<file path="config.mk">
export PLATFORM = sky130hd
export DESIGN_NAME = bcd_press_counter_disp
export DESIGN_NICKNAME = d
export VERILOG_FILES = /design/src/rtl/seg7_pkg.sv /design/src/rtl/btn_debounce_pulse.sv /design/src/rtl/bcd_press_counter_disp.sv
export SDC_FILE = /design/constraint.sdc
export NUM_CORES = 1
export LEC_CHECK = 0
export ABC_AREA = 1
export CORE_MARGIN = 5
export CORE_UTILIZATION = 55
export DETAILED_ROUTE_END_ITERATION = 8
export GPL_TIMING_DRIVEN = 0
export PLACE_DENSITY = 0.87
export SYNTH_ARGS = -nofsm -noshare
export SYNTH_HDL_FRONTEND = slang
export SYNTH_HIERARCHICAL = 1
export SYNTH_SLANG_ARGS = --single-unit
</file>
<file path="constraint.sdc">
create_clock -name clk -period 1.7 [get_ports clk]
set_input_delay 0.17 -clock clk [delete_from_list [all_inputs] [get_ports clk]]
set_output_delay 0.17 -clock clk [all_outputs]
set_load 0.03 [all_outputs]
</file>
<file path="src/rtl/seg7_pkg.sv">
// Shared 7-segment definitions: BCD digit type, segment patterns and the digit decoder.
// Segment bit order is a..g in bits 0..6; the decimal point in bit 7 stays off.
package seg7_pkg;

    typedef logic [3:0] bcd_digit_t;

    localparam logic [7:0] SEG_0     = 8'h3F;
    localparam logic [7:0] SEG_1     = 8'h06;
    localparam logic [7:0] SEG_2     = 8'h5B;
    localparam logic [7:0] SEG_3     = 8'h4F;
    localparam logic [7:0] SEG_4     = 8'h66;
    localparam logic [7:0] SEG_5     = 8'h6D;
    localparam logic [7:0] SEG_6     = 8'h7D;
    localparam logic [7:0] SEG_7     = 8'h07;
    localparam logic [7:0] SEG_8     = 8'h7F;
    localparam logic [7:0] SEG_9     = 8'h6F;
    localparam logic [7:0] SEG_BLANK = 8'h00;

    function automatic logic [7:0] seg7_decode(input bcd_digit_t d);
        logic [7:0] seg;
        case (d)
            4'd0:    seg = SEG_0;
            4'd1:    seg = SEG_1;
            4'd2:    seg = SEG_2;
            4'd3:    seg = SEG_3;
            4'd4:    seg = SEG_4;
            4'd5:    seg = SEG_5;
            4'd6:    seg = SEG_6;
            4'd7:    seg = SEG_7;
            4'd8:    seg = SEG_8;
            4'd9:    seg = SEG_9;
            default: seg = SEG_BLANK;
        endcase
        return seg;
    endfunction

endpackage

</file>
<file path="src/rtl/btn_debounce_pulse.sv">
// Button conditioner: 2-flop synchroniser, stability counter and a one-cycle pulse on the
// accepted 0->1 transition.
module btn_debounce_pulse #(
    parameter int unsigned DEBOUNCE_CYC = 100000
) (
    input  logic clk,
    input  logic rst_n,
    input  logic btn_i,
    output logic pulse_o
);

    localparam int unsigned CntW = $clog2(DEBOUNCE_CYC);
    localparam logic [CntW-1:0] CntMax = CntW'(DEBOUNCE_CYC - 1);

    logic [1:0]      sync_q;
    logic [CntW-1:0] cnt_q, cnt_d;
    logic            acc_q, acc_d;
    logic            pulse_q, pulse_d;

    // Level is accepted on the DEBOUNCE_CYC-th consecutive cycle it differs from acc_q.
    always_comb begin
        cnt_d = '0;
        acc_d = acc_q;
        if (sync_q[1] != acc_q) begin
            if (cnt_q == CntMax) begin
                acc_d = sync_q[1];
            end else begin
                cnt_d = cnt_q + 1'b1;
            end
        end
        pulse_d = acc_d & ~acc_q;
    end

    always_ff @(posedge clk or negedge rst_n) begin
        if (!rst_n) begin
            sync_q  <= '0;
            cnt_q   <= '0;
            acc_q   <= 1'b0;
            pulse_q <= 1'b0;
        end else begin
            sync_q  <= {sync_q[0], btn_i};
            cnt_q   <= cnt_d;
            acc_q   <= acc_d;
            pulse_q <= pulse_d;
        end
    end

    assign pulse_o = pulse_q;

endmodule

</file>
<file path="src/rtl/bcd_press_counter_disp.sv">
// Push-button BCD up/down counter with a time-multiplexed 7-segment display driver and
// optional leading-zero blanking.
module bcd_press_counter_disp
    import seg7_pkg::*;
#(
    parameter int unsigned N_DIGITS     = 4,
    parameter int unsigned DEBOUNCE_CYC = 100000,
    parameter int unsigned SCAN_DIV     = 70000,
    parameter bit          BLANK_LZ     = 1'b1
) (
    input  logic                    clk,
    input  logic                    rst_n,
    input  logic                    btn_up,
    input  logic                    btn_dn,
    input  logic                    btn_clr,
    output logic [4*N_DIGITS-1:0]   bcd_out,
    output logic [7:0]              seg7,
    output logic [N_DIGITS-1:0]     seg7_sel
);

    localparam int unsigned DivW = $clog2(SCAN_DIV);
    localparam int unsigned IdxW = (N_DIGITS > 1) ? $clog2(N_DIGITS) : 1;
    localparam logic [DivW-1:0] DivMax = DivW'(SCAN_DIV - 1);
    localparam logic [IdxW-1:0] IdxMax = IdxW'(N_DIGITS - 1);

    logic up_pulse, dn_pulse, clr_pulse;

    btn_debounce_pulse #(.DEBOUNCE_CYC(DEBOUNCE_CYC)) u_up (
        .clk    (clk),
        .rst_n  (rst_n),
        .btn_i  (btn_up),
        .pulse_o(up_pulse)
    );

    btn_debounce_pulse #(.DEBOUNCE_CYC(DEBOUNCE_CYC)) u_dn (
        .clk    (clk),
        .rst_n  (rst_n),
        .btn_i  (btn_dn),
        .pulse_o(dn_pulse)
    );

    btn_debounce_pulse #(.DEBOUNCE_CYC(DEBOUNCE_CYC)) u_clr (
        .clk    (clk),
        .rst_n  (rst_n),
        .btn_i  (btn_clr),
        .pulse_o(clr_pulse)
    );

    bcd_digit_t [N_DIGITS-1:0] cnt_q, cnt_d, cnt_inc, cnt_dec;
    logic                      carry, borrow;

    // Digit-wise ripple carry/borrow keeps every digit in 0..9 without any division.
    always_comb begin
        cnt_inc = cnt_q;
        cnt_dec = cnt_q;
        carry   = 1'b1;
        borrow  = 1'b1;
        for (int i = 0; i < N_DIGITS; i++) begin
            if (carry) begin
                cnt_inc[i] = (cnt_q[i] == 4'd9) ? 4'd0 : cnt_q[i] + 4'd1;
            end
            if (borrow) begin
                cnt_dec[i] = (cnt_q[i] == 4'd0) ? 4'd9 : cnt_q[i] - 4'd1;
            end
            carry  = carry & (cnt_q[i] == 4'd9);
            borrow = borrow & (cnt_q[i] == 4'd0);
        end
    end

    always_comb begin
        cnt_d = cnt_q;
        if (clr_pulse) begin
            cnt_d = '0;
        end else if (up_pulse && !dn_pulse) begin
            cnt_d = cnt_inc;
        end else if (dn_pulse && !up_pulse) begin
            cnt_d = cnt_dec;
        end
    end

    logic [DivW-1:0]     div_q, div_d;
    logic [IdxW-1:0]     idx_q, idx_d;
    logic [7:0]          seg_q, seg_d;
    logic [N_DIGITS-1:0] sel_q, sel_d;
    logic [N_DIGITS-1:0] lz;
    logic                zero_above;
    logic                tick;

    // lz[i]: digits i..N_DIGITS-1 are all zero; digit 0 is never flagged.
    always_comb begin
        lz         = '0;
        zero_above = 1'b1;
        for (int i = N_DIGITS - 1; i > 0; i--) begin
            zero_above = zero_above & (cnt_q[i] == 4'd0);
            lz[i]      = zero_above;
        end
    end

    always_comb begin
        tick  = (div_q == DivMax);
        div_d = tick ? '0 : div_q + 1'b1;
        idx_d = idx_q;
        seg_d = seg_q;
        sel_d = sel_q;
        if (tick) begin
            idx_d        = (idx_q == IdxMax) ? '0 : idx_q + 1'b1;
            sel_d        = '0;
            sel_d[idx_q] = 1'b1;
            seg_d        = (BLANK_LZ && lz[idx_q]) ? SEG_BLANK : seg7_decode(cnt_q[idx_q]);
        end
    end

    always_ff @(posedge clk or negedge rst_n) begin
        if (!rst_n) begin
            cnt_q <= '0;
            div_q <= '0;
            idx_q <= '0;
            seg_q <= SEG_BLANK;
            sel_q <= '0;
        end else begin
            cnt_q <= cnt_d;
            div_q <= div_d;
            idx_q <= idx_d;
            seg_q <= seg_d;
            sel_q <= sel_d;
        end
    end

    assign bcd_out  = cnt_q;
    assign seg7     = seg_q;
    assign seg7_sel = sel_q;

endmodule
</file>
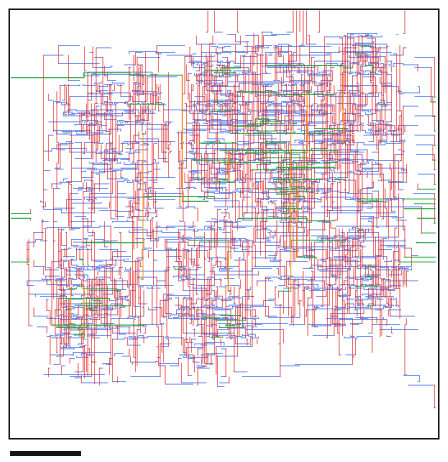
layers.png
Scale bar: 20 µm.
[orange] M4 | wire length: 229 µm
[blue] M1 | wire length: 6140 µm
[red] M2 | wire length: 7370 µm
[green] M3 | wire length: 795 µm

==> changes_impl.md <==
### Implementation results

- Number of cells in Yosys stat: 897
- H-tree level count: 3
- Mapped Area: 6650 µm²
- Critical path peak fanout: 10
- Share of cells above drive strength 1: 16.4%
- Placed wire-length estimate: between 9000 and 10000 µm
- Initial DRC count: 446
- Chip area: 14400 µm²
- CP startpoint: idx_q[0]
- Power Clock: 0.00212 W
- Mux share: 0%
- Endpoint class of the critical path: flop
- Worst VDD drop: 0.682 mV
- Total sequential power: 0.00264 W
- Die W: 120 µm
- Filler Cell Count: 958
- Global-route wire length before repair: 24200 µm
- Hold Buf Count CTS: 1
- WHS Endpoint: u_up/sync_q[0]
- Required time of the critical path: 1.99 ns
- Core box area: 11900 µm²
- DRC errors left: 0
- Area grow syn2layout: 17.5%
- Critical path class: reg2reg
- First-pass DRT Iterations: 5
- Synth Area per Inst: 7.41 µm²
- WHS Path Cells: 1
- Most instantiated logic cells after routing: nand2_1 (240), nor2_1 (139), dfrtp_1 (99)
- Synth cell count leaders: nand2_1 (246), nor2_1 (143), dfrtp_1 (109)
- Post-synth EDFFs: 0
- Clock Power Share: 43.3%
- Root Buffer: clkbuf_16
- Skew final: 0.00687 ns
- Max Root-Sink Buffers: 2
- Share of total power in sequential cells: a little over half
- Post-synth ARST share: 100%
- Final instance area: 7810 µm²
- I/O Pins: 33
- Diodes inserted: 0
- Yosys cell types: 37
- P_comb: 0.000135 W
- Tot Pwr: 0.00489 W
- Latency at later pin: between 0.3 and 0.4 ns
- Maxcap violations: 0
- P_int: 0.00384 W
- Final Hold Violation Tally: 0
- Net Sw Frac: between 20% and 30%
- Post-synth top area cell: dfrtp_1
- Compound Share, Synth: 5.31%
- Slew Limit Fails: 0
- CTS buffer count: 9
- Synth warn: 6
- Hold wc startpoint: btn_up
- Most instantiated library cell after synthesis: nand2_1
- P_sw: 0.00105 W
- Syn Inst Count: roughly 900
- XOR/XNOR Fraction of Synth Area: between 4 and 5%
- Worst Reg2Reg Path Length in Cells: 11
- Final nets: 1000
- Clock slew at reported path FFs: 0.07 ns
- Main logic family: simple AND/OR/NAND/NOR gates
- CTS tree: yes
- Final Setup Violations: 0
- Setup TNS: 0 ns
- Simple share: ~37%
- TritonCTS sink count: ~110
- Worst hold slack: 0.256 ns
- Nets at Floorplan: 928
- Register area share after synthesis: 41.0%
- R2r endpoint: seg7[0]
- RSZ-0062 raised after global routing: yes
- Height of the die: 120 µm
- R2r startpoint: idx_q[0]
- Fmax: roughly 600 MHz
- Final RePlAce weighted congestion: approximately 0.87
- Slew Limit Headroom: 66.5%
- Actual slew at the worst max-slew pin: 0.500 ns
- Post-CTS Setup Inserts: 0
- Cell area leaders: dfrtp_1 (41%), nand2_1 (14%), nor2_1 (8.1%)
- Drt total wl: 14500 µm
- Combinational fraction of design power: ~2.8%
- Vias post-DR: 5954
- WP data arrival: around 2 ns
- Adder share: 4.90%
- Status: finished, final reports clean
- Top cell area share: between 40 and 50%
- Number of port buffers: 31
- Global route total overflow: 0
- Static Leak: approximately 3.7 nW
- Tmin final: ~1.7 ns
- Vias in the first global route: approximately 5600
- Comb area: 3570 µm²
- Most used DFF post-synth: dfrtp_1
- Crit start category: flop
- Flop area: 2740 µm²
- CTS resizes: 22
- GRT Overall Usage: 20.0%
- Most numerous logic cell after layout: nand2_1
- Top pwr grp: sequential cells
- Number of antenna violations at the first check in global routing: 0
- Number of warnings in the stage logs: 43
- R2R setup slack: 0.03 ns
- WL/cell: 13.0 µm
- YS chip area: 6650 µm²
- FF+latch count, synth: 109
- Routed Antenna Nets: 0
- Final period util: 98.1%
- FP Rows: around 40
- Core Util at FP: 55.8%
- HP Class: in2reg
- PwrDens: 626 nW/µm²
- Post-DR vias/cell: 5.31
- Largest net degree at the start of global routing: 75
- Cell Area, Placed: 7160 µm²
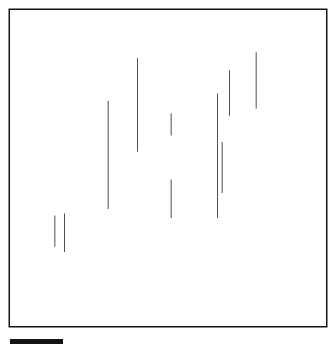
m4.png
Scale bar: 20 µm.
longest straight run: 46.9 µm
wire length on this layer: 229 µm
main direction: vertical
nets with wire on the layer: 9
share of all routed wire: 1.6%

## critical path, cell delays in order (launching register included)
cell	delay (ns)
dfrtp_2	0.44
inv_2	0.10
buf_6	0.14
nand2_1	0.07
nand3_2	0.09
nand2_4	0.08
buf_4	0.14
ha_1	0.16
nand3b_1	0.15
nand3_1	0.09
nand3_1	0.08
nand2_1	0.06
## per-stage QoR
stage / cells / worst slack (ns) / utilization [%]
after global routing: 1121 / -0.0725 / 65.6
after global placement: 1075 / -3.62 / 59.9
after floorplan: 897 / 0.0140 / -
final: 1121 / 0.0326 / 65.6
after CTS: 1093 / 0.00232 / 62.7
after detailed placement: 1076 / -0.0603 / 60.1
## flip-flops by register name, summed over array words and instances, names as in the netlist
name	flops
bcd_out	16
div_q	17
idx_q	2
seg7	7
seg7_sel	4
u_clr/acc_q	1
u_clr/cnt_q	17
u_clr/pulse_o	1
u_clr/sync_q	2
u_dn/acc_q	1
u_dn/cnt_q	17
u_dn/pulse_o	1
u_dn/sync_q	2
u_up/acc_q	1
u_up/cnt_q	17
u_up/pulse_o	1
u_up/sync_q	2
## how the worst max path moves through the flow
stage	to
floorplan	bcd_out[11]
global placement	u_clr/cnt_q[10]
detailed placement	bcd_out[13]
CTS	seg7[3]
global route	seg7[3]
finish	seg7[0]
## layout make-up
cell class / count / area share [%]
plain buffers: 10 / 1.06
clock buffers: 11 / 3.11
clock inverters: 5 / 0.737
inverters: 104 / 5.09
multi-input cells: 674 / 45.7
flip-flops and latches: 109 / 35.1
well taps: 147 / 2.36
repair buffers: 61 / 6.90
## metal layers
metal	vias to the layer above	wire (µm)	GRT usage [%]
met5	-	0	0
met3	23	794	3.82
li1	2973	-	-
met2	197	7370	35.5
met4	0	228	6.08
met1	2761	6140	24.5
Power figures rest on the tool's default switching activity, not on a simulated workload.
